==> images/gate_families.png <==
The bar under the picture is 20 microns long.
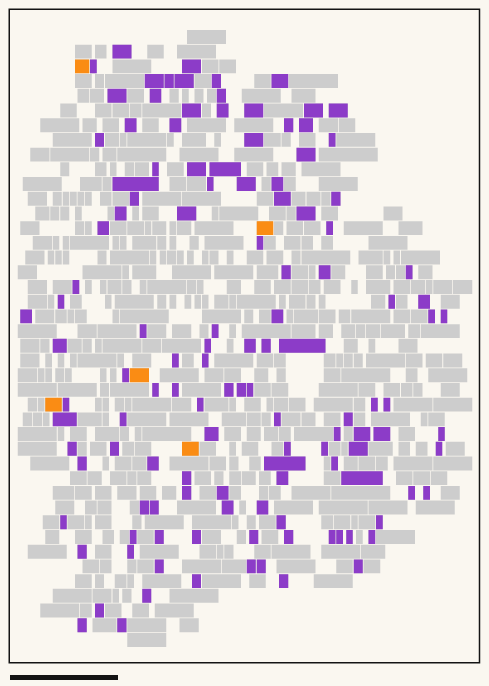
==> images/clock_map.png <==
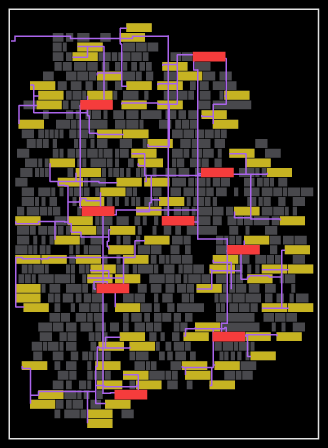
`config.mk`:
```
export PLATFORM = sky130hd
export DESIGN_NAME = game_tick_scheduler
export DESIGN_NICKNAME = d
export VERILOG_FILES = /design/src/rtl/game_timing_pkg.sv /design/src/rtl/tick_channel.sv /design/src/rtl/game_tick_scheduler.sv
export SDC_FILE = /design/constraint.sdc
export NUM_CORES = 1
export LEC_CHECK = 0
export CAP_MARGIN = 40
export CORE_ASPECT_RATIO = 1.4
export CORE_UTILIZATION = 50
export CTS_CLUSTER_SIZE = 8
export DETAILED_ROUTE_END_ITERATION = 12
export PLACE_DENSITY = 0.79
export REMOVE_ABC_BUFFERS = 1
export SLEW_MARGIN = 20
export SYNTH_ARGS = -nofsm -noshare
export SYNTH_HDL_FRONTEND = slang
export SYNTH_SLANG_ARGS = --single-unit
```
`constraint.sdc`:
```
create_clock -name clk_i -period 2.3 [get_ports clk_i]
set_input_delay 0.46 -clock clk_i [delete_from_list [all_inputs] [get_ports clk_i]]
set_output_delay 0.46 -clock clk_i [all_outputs]
set_load 0.01 [all_outputs]
```
`src/rtl/game_timing_pkg.sv`:
```
// Shared timing definitions for the game tick scheduler: state encoding
// and the default prescale / channel period used at the top level.
package game_timing_pkg;

    typedef enum logic [1:0] {
        ST_IDLE   = 2'd0,
        ST_RUN    = 2'd1,
        ST_PAUSED = 2'd2
    } state_e;

    localparam int DEF_PRESCALE = 25000;
    localparam int DEF_PERIOD   = 1;

endpackage

```
`src/rtl/tick_channel.sv`:
```
// One programmable tick channel: counts base-tick terminal events and
// emits a one-cycle strobe every 'period' events; period 0 disables it.
module tick_channel #(
    parameter int DW         = 8,
    parameter int DEF_PERIOD = 1
) (
    input  logic          clk_i,
    input  logic          reset_i,
    input  logic          clear_i,
    input  logic          terminal_i,
    input  logic          wr_i,
    input  logic [DW-1:0] wr_period_i,
    output logic          tick_o
);

    logic [DW-1:0] period_q, period_d;
    logic [DW-1:0] count_q, count_d;
    logic          tick_q, tick_d;

    // Next-state: a write always wins over a coincident terminal event.
    always_comb begin
        period_d = period_q;
        count_d  = count_q;
        tick_d   = 1'b0;
        if (wr_i) begin
            period_d = wr_period_i;
            count_d  = '0;
        end else if (clear_i) begin
            count_d = '0;
        end else if (terminal_i && (period_q != '0)) begin
            if (count_q == (period_q - DW'(1))) begin
                count_d = '0;
                tick_d  = 1'b1;
            end else begin
                count_d = count_q + DW'(1);
            end
        end
    end

    // Channel registers with synchronous reset to the default period.
    always_ff @(posedge clk_i) begin
        if (reset_i) begin
            period_q <= DW'(DEF_PERIOD);
            count_q  <= '0;
            tick_q   <= 1'b0;
        end else begin
            period_q <= period_d;
            count_q  <= count_d;
            tick_q   <= tick_d;
        end
    end

    assign tick_o = tick_q;

endmodule

```
`src/rtl/game_tick_scheduler.sv`:
```
// Game tick scheduler: prescales clk into a base tick and fans it out to
// NCH programmable clock-enable channels under run/pause/stop control.
module game_tick_scheduler #(
    parameter int PRESCALE   = game_timing_pkg::DEF_PRESCALE,
    parameter int PW         = 16,
    parameter int NCH        = 4,
    parameter int CW         = 2,
    parameter int DW         = 8,
    parameter int DEF_PERIOD = game_timing_pkg::DEF_PERIOD
) (
    input  logic           clk_i,
    input  logic           reset_i,
    input  logic           start_i,
    input  logic           stop_i,
    input  logic           pause_i,
    input  logic           cfg_we_i,
    input  logic [CW-1:0]  cfg_ch_i,
    input  logic [DW-1:0]  cfg_period_i,
    output logic           cfg_ack_o,
    output logic           base_tick_o,
    output logic [NCH-1:0] ch_tick_o,
    output logic           running_o,
    output logic           paused_o
);

    game_timing_pkg::state_e state_q, state_d;

    logic [PW-1:0] presc_q, presc_d;
    logic          base_tick_q, base_tick_d;
    logic          cfg_ack_q, cfg_ack_d;
    logic          terminal;
    logic          clear;

    // Next state, prescaler step and terminal detection; counters act on
    // the registered state, so a transition only affects the next cycle.
    always_comb begin
        state_d     = state_q;
        presc_d     = presc_q;
        terminal    = 1'b0;
        clear       = 1'b0;
        cfg_ack_d   = cfg_we_i;

        if (stop_i) begin
            state_d = game_timing_pkg::ST_IDLE;
        end else begin
            case (state_q)
                game_timing_pkg::ST_IDLE:   if (start_i)  state_d = game_timing_pkg::ST_RUN;
                game_timing_pkg::ST_RUN:    if (pause_i)  state_d = game_timing_pkg::ST_PAUSED;
                game_timing_pkg::ST_PAUSED: if (!pause_i) state_d = game_timing_pkg::ST_RUN;
                default:                    state_d = game_timing_pkg::ST_IDLE;
            endcase
        end

        case (state_q)
            game_timing_pkg::ST_RUN: begin
                if (presc_q == PW'(PRESCALE - 1)) begin
                    presc_d  = '0;
                    terminal = 1'b1;
                end else begin
                    presc_d = presc_q + PW'(1);
                end
            end
            game_timing_pkg::ST_PAUSED: presc_d = presc_q;
            default: begin
                presc_d = '0;
                clear   = 1'b1;
            end
        endcase

        base_tick_d = terminal;
    end

    // State, prescaler and strobe registers with synchronous reset.
    always_ff @(posedge clk_i) begin
        if (reset_i) begin
            state_q     <= game_timing_pkg::ST_IDLE;
            presc_q     <= '0;
            base_tick_q <= 1'b0;
            cfg_ack_q   <= 1'b0;
        end else begin
            state_q     <= state_d;
            presc_q     <= presc_d;
            base_tick_q <= base_tick_d;
            cfg_ack_q   <= cfg_ack_d;
        end
    end

    // Writes to channel numbers at or above NCH match no channel and are dropped.
    for (genvar i = 0; i < NCH; i++) begin : g_ch
        tick_channel #(
            .DW         (DW),
            .DEF_PERIOD (DEF_PERIOD)
        ) u_ch (
            .clk_i       (clk_i),
            .reset_i     (reset_i),
            .clear_i     (clear),
            .terminal_i  (terminal),
            .wr_i        (cfg_we_i && (cfg_ch_i == CW'(i))),
            .wr_period_i (cfg_period_i),
            .tick_o      (ch_tick_o[i])
        );
    end

    assign base_tick_o = base_tick_q;
    assign cfg_ack_o   = cfg_ack_q;
    assign running_o   = (state_q == game_timing_pkg::ST_RUN);
    assign paused_o    = (state_q == game_timing_pkg::ST_PAUSED);

endmodule
```
==> results.sh <==
# flow metrics
export IMPL_cap_violations=0
export IMPL_ctsResizeCount=0
export IMPL_worst_path_max_delay_cell="sky130_fd_sc_hd__or4_2"
export IMPL_top_usage_layer="met2"
export IMPL_edf_count=0
export IMPL_setup_worst_path_start="g_ch[2].u_ch.period_q[0]$_SDFFE_PP1P_"
export IMPL_post_cts_hold_buffer_count=0
export IMPL_cp_data_arrival_time_ns=2.45
export IMPL_final_report_hold_violation_count=0
export IMPL_die_height_microns=121
export IMPL_pwr_density_cell_nw_per_um2=601
export IMPL_layout_setup_ws_ns=0.0801
export IMPL_postLayoutCellArea_sq_um=5700
export IMPL_layout_non_clock_buffers=39
export IMPL_netlist_cell_type_count=58
export IMPL_grt_use_total=0.228
export IMPL_placedInstanceArea_sq_um=5390
export IMPL_ff_type="sky130_fd_sc_hd__dfxtp_1"
export IMPL_yosys_warnings=0
export IMPL_numClockSinks=88
export IMPL_slew_violations=0
export IMPL_syn_mean_instance_area_sq_um=8.53
export IMPL_yosys_cells=589
export IMPL_grt_overflow_total=0
export IMPL_clk_insertion_delay_late_ns=0.34
export IMPL_groute_layer_met1_usage=0.265
export IMPL_final_setup_tns_ns=0
export IMPL_netlist_instances=589
export IMPL_n_clock_buffer=11
export IMPL_maximum_number_of_pins_on_one_net_before_global_route_repair=40
export IMPL_buffers_added_on_ports=23
export IMPL_worst_slew_pin_slew_ns=0.490
export IMPL_floorplan_tapcells=132
export IMPL_slew_headroom=0.671
export IMPL_wl_met3_microns=341
export IMPL_cts_root_buffer_cell="sky130_fd_sc_hd__clkbuf_16"
export IMPL_clock_path_buffers=2
export IMPL_nonClockInverterCount=17
export IMPL_topRoutingLayerUsed="met4"
export IMPL_max_freq_mhz=450
export IMPL_synth_top_cell_by_area="sky130_fd_sc_hd__dfxtp_1"
export IMPL_antenna_found_initial=0
export IMPL_firstDrtPassIters=6
export IMPL_rows=42
export IMPL_final_util=0.592
export IMPL_groute_layer_met2_usage=0.399
export IMPL_numSequentialCells=88
export IMPL_dp_hpwl_microns=7920
export IMPL_drt_vias_per_instance=5.65
export IMPL_synth_flops=88
export IMPL_postSynth_asyncResetShare=0
export IMPL_status="finished clean"
export IMPL_num_io_pins=24
export IMPL_totalPowerFinal_w=0.00342
export IMPL_global_route_met3_utilization=0.0314
export IMPL_worstSetupEndpoint="g_ch[2].u_ch.count_q[1]$_SDFFE_PP0N_"
-- gate_families.png (at the start) --
- purple: NOR gates (cells 124)
- orange: AND-OR and OR-AND gates (cells 5)
Non-Filler Instances: 745
proportion of cell area occupied by multi-input gates: 0.536
most common logic cell in the routed design: sky130_fd_sc_hd__dfxtp_1

-- clock_map.png (at the start) --
- purple: clock wires (length 1100 microns)
- yellow: flip-flops (count 88)
- red: cells driving clock nets (count 9)
- flops lie: widely spread
- routed clock nets: 10

==> cells by family after synthesis <==
logic type,after synthesis,synth area share
and+or+nand+nor,278,0.319
DFF,88,0.351
xor gates and xnor gates,82,0.143
AOI/OAI and AO/OA,66,0.0825
buffers and inverters,47,0.0414
adders and majority gates,16,0.0399
muxes,12,0.0239
==> worst max-delay path, delay by kind of cell, from the launching register on <==
kind                   cells  cell delay [ns]
AOI/OAI and AO/OA          1             0.20
buffers and inverters      1             0.20
DFF                        1             0.36
and+or+nand+nor            4             1.35
==> how the worst min path moves through the flow <==
stage,startpoint,to,slack [ns],cells past startpoint
final,presc_q[1]$_SDFFE_PP0N_,presc_q[1]$_SDFFE_PP0N_,0.49,2
after global routing,presc_q[1]$_SDFFE_PP0N_,presc_q[1]$_SDFFE_PP0N_,0.51,2
after CTS,presc_q[1]$_SDFFE_PP0N_,presc_q[1]$_SDFFE_PP0N_,0.48,2
after detailed placement,presc_q[1]$_SDFFE_PP0N_,presc_q[1]$_SDFFE_PP0N_,0.47,2
after global placement,presc_q[1]$_SDFFE_PP0N_,presc_q[1]$_SDFFE_PP0N_,0.46,2
after floorplan,presc_q[1]$_SDFFE_PP0N_,presc_q[1]$_SDFFE_PP0N_,0.45,2
==> registers in the layout, summed over array words and instances (netlist names) <==
register	cells
cfg_ack_o	1
g_ch.u_ch.period_q	32
presc_q	16
g_ch.u_ch.count_q	32
g_ch.u_ch.tick_o	4
base_tick_o	1
state_q	2
==> power breakdown <==
part | total [W] | switching (W) | internal [W]
registers | 0.00158 | 0.0000317 | 0.00155
logic | 0.000317 | 0.000175 | 0.000142
clock network | 0.00152 | 0.000583 | 0.000942
Power is estimated from default activity; no workload was simulated.
